Run 1, cell area per tile:
10 x 10 tiles, from white (low) to dark blue (high), 0 to 100% covered.
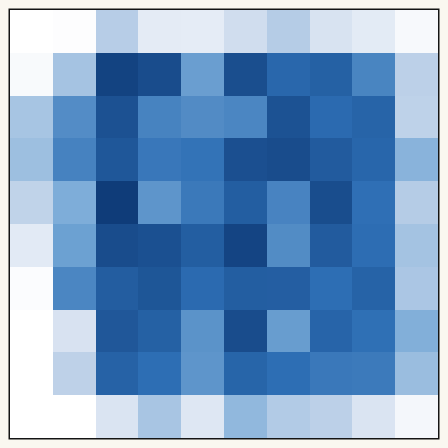
Run 1, I/O pins on the die edge:
Bar = 20 µm. Pins as bars across the die edge, other pins in gray.
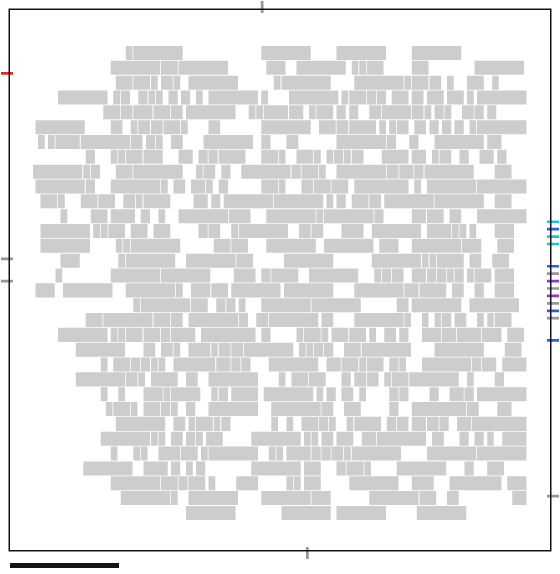
Run 1, zoomed window:
Region (64, 64) to (84, 84) µm. Cells in gray, sequential cells in the stronger gray; small squares are vias.
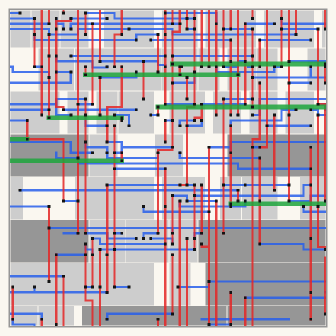
==> config.mk <==
export PLATFORM = sky130hd
export DESIGN_NAME = operand_entry_flat
export DESIGN_NICKNAME = d
export VERILOG_FILES = /design/src/rtl/operand_entry_if.sv /design/src/rtl/operand_entry.sv /design/src/flat_wrapper.sv
export SDC_FILE = /design/constraint.sdc
export NUM_CORES = 1
export LEC_CHECK = 0
export CAP_MARGIN = 20
export CORE_MARGIN = 4
export CORE_UTILIZATION = 60
export CTS_BUF_LIST = sky130_fd_sc_hd__clkbuf_8
export CTS_CLUSTER_SIZE = 12
export DETAILED_ROUTE_END_ITERATION = 8
export GPL_TIMING_DRIVEN = 0
export PLACE_DENSITY = 0.8
export SYNTH_ARGS = -nofsm -noshare
export SYNTH_HDL_FRONTEND = slang
export SYNTH_SLANG_ARGS = --single-unit
==> constraint.sdc <==
create_clock -name clk -period 2.5 [get_ports clk]
set_clock_uncertainty 0.2 [all_clocks]
set_input_delay 0.375 -clock clk [delete_from_list [all_inputs] [get_ports clk]]
set_output_delay 0.375 -clock clk [all_outputs]
set_load 0.1 [all_outputs]
==> job_summary.md, run 1 <==
## Implementation flow summary

| Metric | Value |
|---|---|
| Most frequent cells after synthesis | `dfrtp_1 (105), nor2_1 (75), xnor2_1 (35)` |
| Largest net degree at the start of global routing | `~75` |
| Cell type with the largest total area | `dfrtp_1` |
| Post-synthesis chip area from yosys | `about 5000 µm²` |
| Req. time, crit path | `between 1.5 and 2 ns` |
| Number of fill cells in the layout | `594` |
| RSZ-0062 raised after global routing | `no` |
| Area of all sequential standard cells | `2630 µm²` |
| Hold buffer count at cts | `1` |
| Total number of warnings across the stage logs | `26` |
| Area of the mapped netlist | `4970 µm²` |
| Critical Path Sink Type | `primary output` |
| Shortest period the worst path allows | `approximately 2.5 ns` |
| Remaining DRCs | `0` |
| Total cells reported by yosys after synthesis | `around 480` |
| Flip-flop count of the largest register after layout | `between 70 and 80` |
| Switching part of the total power | `23.1%` |
| Family with the most delay on the worst path | `buffers and inverters` |
| Total negative setup slack | `0 ns` |
| Clk sink count | `about 110` |
| Peak ir drop on the vdd network | `0.254 mV` |
| Group with the largest share of power | `sequential cells` |
| Power Total | `approximately 2.7 mW` |
| Multi-input logic area | `~2200 µm²` |
| TritonCTS clock tree | `done` |
| Worst-Margin Slew | `roughly 0.98 ns` |
| Final cycle utilization of the critical path | `between 90 and 100%` |
| Antenna Cells | `0` |
| Overall track demand over capacity in global routing | `19.3%` |
| Combined buffer and inverter count along the critical path | `1` |
| Clk ins delay skew pair | `around 0.36 ns` |
| Total number of H-tree levels | `3` |
| Antenna violations before repair | `0` |
| Portion of total power attributed to sequential cells | `between 60% and 70%` |
| Fin. max-slew vios | `0` |
| Post-synthesis mux area share | `under 10%` |
| Longest Clk Path Bufs | `2` |
| Final weighted congestion of routability-driven global placement | `0.842` |
| Adder Share, Synth | `around 1.5%` |
| Setup WS post-layout | `roughly 0.042 ns` |
| Average wire per standard cell | `between 10 and 15 µm` |
| Number of max-capacitance violations reported | `0` |
| Cell Int Power | `2.10 mW` |
| Async set or reset register ratio after synthesis | `100%` |
| DRT Wirelength | `roughly 8900 µm` |
| First drt pass iteration count | `4` |
| PostCTS Resize Cnt | `8` |
| Post-Synthesis Mean Instance Area | `10.4 µm²` |
| Largest cells by area after synthesis | `dfrtp_1 (53%), xnor2_1 (6.2%), nor2_1 (5.7%)` |
| Number of unique standard cell types used by synthesis | `~47` |
| Number of cells on the critical path | `1` |
| Compound-Gate Fraction of Synth Area | `approximately 6.2%` |
| Top FF cell, synth | `dfrtp_1` |
| Number of cells on the worst hold path | `0` |
| Count of vias placed by the detailed router | `~3600` |
| Highest Clock Rate | `approximately 410 MHz` |
| Nature of the critical path startpoint | `flop` |
| Most common library cell in the layout ignoring fill and taps | `dfrtp_1` |
| First-pass GRT wire length | `roughly 16000 µm` |
| Top-area cell type share of the netlist area | `about 53%` |
| Data arrival time of the critical path | `~1.9 ns` |
| Type of the most critical hold path | `flop to flop` |
| Synth top cell by count | `dfrtp_1` |
| Pleak | `~2.3 nW` |
| Yosys simple share | `about a quarter` |
| Cell at the root of the clock tree | `clkbuf_8` |
| Reported combinational group power | `around 0.11 mW` |
| Power in sequential cells | `1.74 mW` |
| Depth of the most critical reg-to-reg path | `5` |
| Portion of total power attributed to the clock network | `between 30% and 40%` |
| First DRT Iteration DRCs | `138` |
| Synthesis-to-layout area growth | `10.0%` |
| Total CTS buffers | `9` |
| R2R setup slack | `between 0.2 and 0.25 ns` |
| Row count | `32` |
| Post-synth EDFFs | `0` |
| List of cells traversed by the critical path | `clkdlybuf4s50_1` |
| Worst path slowest cell | `clkdlybuf4s50_1` |
| Number of nets with antenna violations after detailed routing | `0` |
| Area of the die | `9800 µm²` |
| Delay of the slowest cell on the worst path | `1.14 ns` |
| Most frequent cells in the layout | `dfrtp_1 (104), nor2_1 (75), xnor2_1 (35)` |
| Worst Path Max Fanout | `2` |
| Final-report hold violation count | `0` |
| Status | `complete, no violations` |
| Num ports | `19` |
| Floorplan net count | `just under 500` |
| Clock transition at path regs | `approximately 0.09 ns` |
| Critical path start-end classification | `flop to primary output` |
## Picture notes: 'cell area per tile'
tiles over 75% full: 38%
emptiest ninth of the die: lower left
nearly empty tiles: 7.0%
Pre-Place Util: 63.0%
fin util: 69.3%
Core Footprint: 7890 µm²

## Picture notes: 'I/O pins on the die edge'
| port | color | pins | direction | edge |
|---|---|---|---|---|
| clk | red | 1 | input | left |
| bus_press | blue | 4 | output | right |
| bus_in2 | cyan | 3 | output | right |
| bus_phase | purple | 2 | output | right |
die width: 99 µm
DIE HEIGHT: 99 µm
Buffers on Ports: 18

## Picture notes: 'zoomed window'
| layer | color |
|---|---|
| metal 1 | blue |
| metal 2 | red |
| metal 3 | green |
sequential cells in the window: 5
most frequent: nand3_1 (6), dfrtp_1 (5), nor4_1 (4)
cells with their middle in the window: 38

## run 1: metrics by stage
step,cell area [µm²],instances,utilization (%)
floorplan,4970,478,-
global placement,5280,598,66.9
detailed placement,5300,599,67.2
CTS,5460,616,69.2
global route,5470,616,69.3
finish,5470,616,69.3
## run 1: routing by layer
layer	global-route usage [%]	routed length (µm)	part of all wire, %	vias to the layer above
li1	-	-	-	1748
met2	31.0	4320	49	61
met4	6.30	80	0.90	0
met3	4.67	356	4.0	7
met5	0	0	0	-
met1	25.9	4100	46	1743
## run 1: area by class of cell
class | instances | area share (%)
flip-flops and latches | 105 | 48.1
clock buffers | 9 | 2.27
clock inverters | 7 | 0.595
well taps | 102 | 2.33
repair buffers | 20 | 3.84
multi-input cells | 349 | 40.7
plain buffers | 11 | 1.28
inverters | 13 | 0.892
Run 1, placement view:
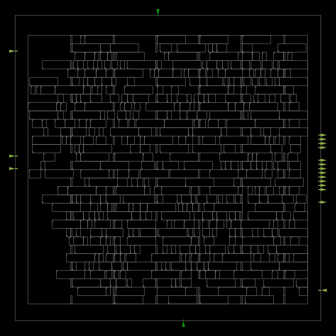

--- run 2 (diff from run 1) ---
--- a/config.mk
+++ b/config.mk
@@ -6,11 +6,13 @@
 export NUM_CORES = 1
 export LEC_CHECK = 0
 export CAP_MARGIN = 20
+export CORE_ASPECT_RATIO = 0.75
 export CORE_MARGIN = 4
 export CORE_UTILIZATION = 60
 export CTS_BUF_LIST = sky130_fd_sc_hd__clkbuf_8
 export CTS_CLUSTER_SIZE = 12
 export DETAILED_ROUTE_END_ITERATION = 8
+export GPL_ROUTABILITY_DRIVEN = 0
 export GPL_TIMING_DRIVEN = 0
 export PLACE_DENSITY = 0.8
 export SYNTH_ARGS = -nofsm -noshare
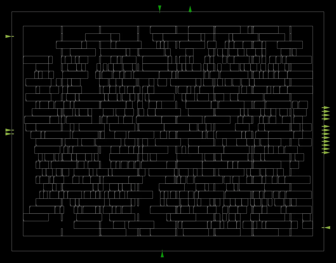
Run 2: placement view
Core Footprint: 7990 µm²
well tap count: 105
row count: 28

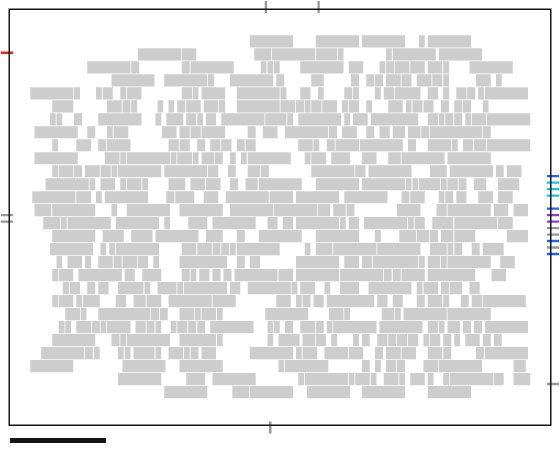
Run 2: I/O pins on the die edge
Bar = 20 µm. Pins as bars across the die edge, other pins in gray.
die width: 113 µm
DIE HEIGHT: 86.8 µm

==> run 2 against run 1 <==
Clock power is about 30% higher. Wire length is 3.2% higher. Largest cell class unchanged. First-iteration DRC count is 84% higher. Non-clock buffer count stayed put. Sequential power hardly changed. Highest routed layer unchanged. Critical path depth stayed put. Largest power group unchanged.
==> job_summary.md, run 2 <==
## Implementation flow summary

| Metric | Value |
|---|---|
| TritonCTS clock tree | `done` |
| Total cells reported by yosys after synthesis | `478 (unchanged)` |
| Type of the most critical hold path | `flop to flop` |
| Floorplan net count | `490 (unchanged)` |
| First drt pass iteration count | `6 (+2)` |
| Portion of total power attributed to the clock network | `38.3% (+5.9 points)` |
| Status | `complete, no violations` |
| M1 GR Usage | `29.7% (+3.8 points)` |
| Fin util | `69.4% (+0.071 points)` |
| Total CTS buffers | `9 (unchanged)` |
| Delay of the slowest cell on the worst path | `0.90 ns (-0.24 ns)` |
| Post-synthesis chip area from yosys | `4970 µm² (unchanged)` |
| Antenna violations before repair | `0 (unchanged)` |
| Group with the largest share of power | `sequential cells` |
| Average wire per standard cell | `14.8 µm (+2.7%)` |
| Most frequent cells after synthesis | `dfrtp_1 (105), nor2_1 (75), xnor2_1 (35)` |
| Count of vias placed by the detailed router | `3564 (+0.14%)` |
| Flops | `105 (unchanged)` |
| Overall track demand over capacity in global routing | `20.4% (+1.1 points)` |
| Post-synth EDFFs | `0 (unchanged)` |
| Number of unique standard cell types used by synthesis | `47 (unchanged)` |
| Async set or reset register ratio after synthesis | `100% (unchanged)` |
| R2R setup slack | `0.17 ns (-0.05 ns)` |
| Fin. max-slew vios | `0 (unchanged)` |
| Clk sink count | `105 (unchanged)` |
| Worst-Margin Slew | `0.986 ns (+0.00455 ns)` |
| Clk ins delay skew pair | `0.37 ns (about the same)` |
| Leading cell category by total area | `flip-flops and latches` |
| Number of cells on the worst hold path | `0 (unchanged)` |
| Critical Path Sink Type | `primary output` |
| Largest net degree at the start of global routing | `75 (unchanged)` |
| Global route hottest layer | `met2` |
| Share of cell area taken by flip-flops and latches | `47.4% (-0.65 points)` |
| Highest Clock Rate | `423 MHz (+3.9%)` |
| Non-clock inverter total of the final layout | `13 (unchanged)` |
| Depth of the most critical reg-to-reg path | `5 (unchanged)` |
| Data arrival time of the critical path | `1.79 ns (-0.09 ns)` |
| Worst Path Max Fanout | `8 (+6)` |
| Area of the die | `9820 µm² (+0.15%)` |
| Area of all sequential standard cells | `2630 µm² (unchanged)` |
| Num ports | `19 (unchanged)` |
| RSZ-0062 raised after global routing | `no` |
| Final cycle utilization of the critical path | `94.7% (-3.7 points)` |
| Top-area cell type share of the netlist area | `52.9% (unchanged)` |
| Worst path slowest cell | `dlygate4sd2_1` |
| Remaining DRCs | `0 (unchanged)` |
| DRT Wirelength | `9140 µm (+3.2%)` |
| Number of nets with antenna violations after detailed routing | `0 (unchanged)` |
| Multi-input logic portion of the cell area | `40.2% (-0.55 points)` |
| Antenna Cells | `0 (unchanged)` |
| Most common library cell in the layout ignoring fill and taps | `dfrtp_1` |
| Layout clock area frac | `3.97% (+1.1 points)` |
| Hold buffer count at cts | `1 (unchanged)` |
| Pre-Place Util | `62.2% (-0.79 points)` |
| Most frequent cells in the layout | `dfrtp_1 (104), nor2_1 (75), xnor2_1 (35)` |
| Portion of the layout cell area used by non-clock buffers | `5.19% (+0.066 points)` |
| Nature of the critical path startpoint | `flop` |
| Portion of total power attributed to sequential cells | `57.9% (-5.7 points)` |
| Number of fill cells in the layout | `591 (-0.51%)` |
| Peak ir drop on the vdd network | `0.352 mV (+39%)` |
| Top layer in use | `met4` |
| Met1 wire length | `4580 µm (+12%)` |
| Pleak | `2.38 nW (+3.5%)` |
| Cell type with the largest total area | `dfrtp_1` |
| Family with the most delay on the worst path | `buffers and inverters` |
## run 2: cell counts after synthesis
No cell type changed its count.
## run 2: metrics by stage
step	instances	hold WS, ns	total power [mW]	setup slack (ns)	area [µm²]
global route	619	0.172	3.12	0.0364	5540
CTS	619	0.157	3.03	0.00103	5530
finish	619	0.155	3.00	0.133	5540
floorplan	478	-0.121	1.82	0.0525	4970
detailed placement	602	0.136	1.89	0.141	5310
global placement	601	0.132	1.88	-3.35	5280
## run 2: cell families after synthesis
kind of cell | Yosys count | share of synthesized area (%)
adders and majority gates | 6 | 1.51
xor gates and xnor gates | 55 | 9.70
DFF | 105 | 52.9
and+or+nand+nor | 235 | 25.6
buffers and inverters | 24 | 2.39
AOI/OAI and AO/OA | 45 | 6.17
muxes | 8 | 1.71
Power figures rest on the tool's default switching activity, not on a simulated workload.
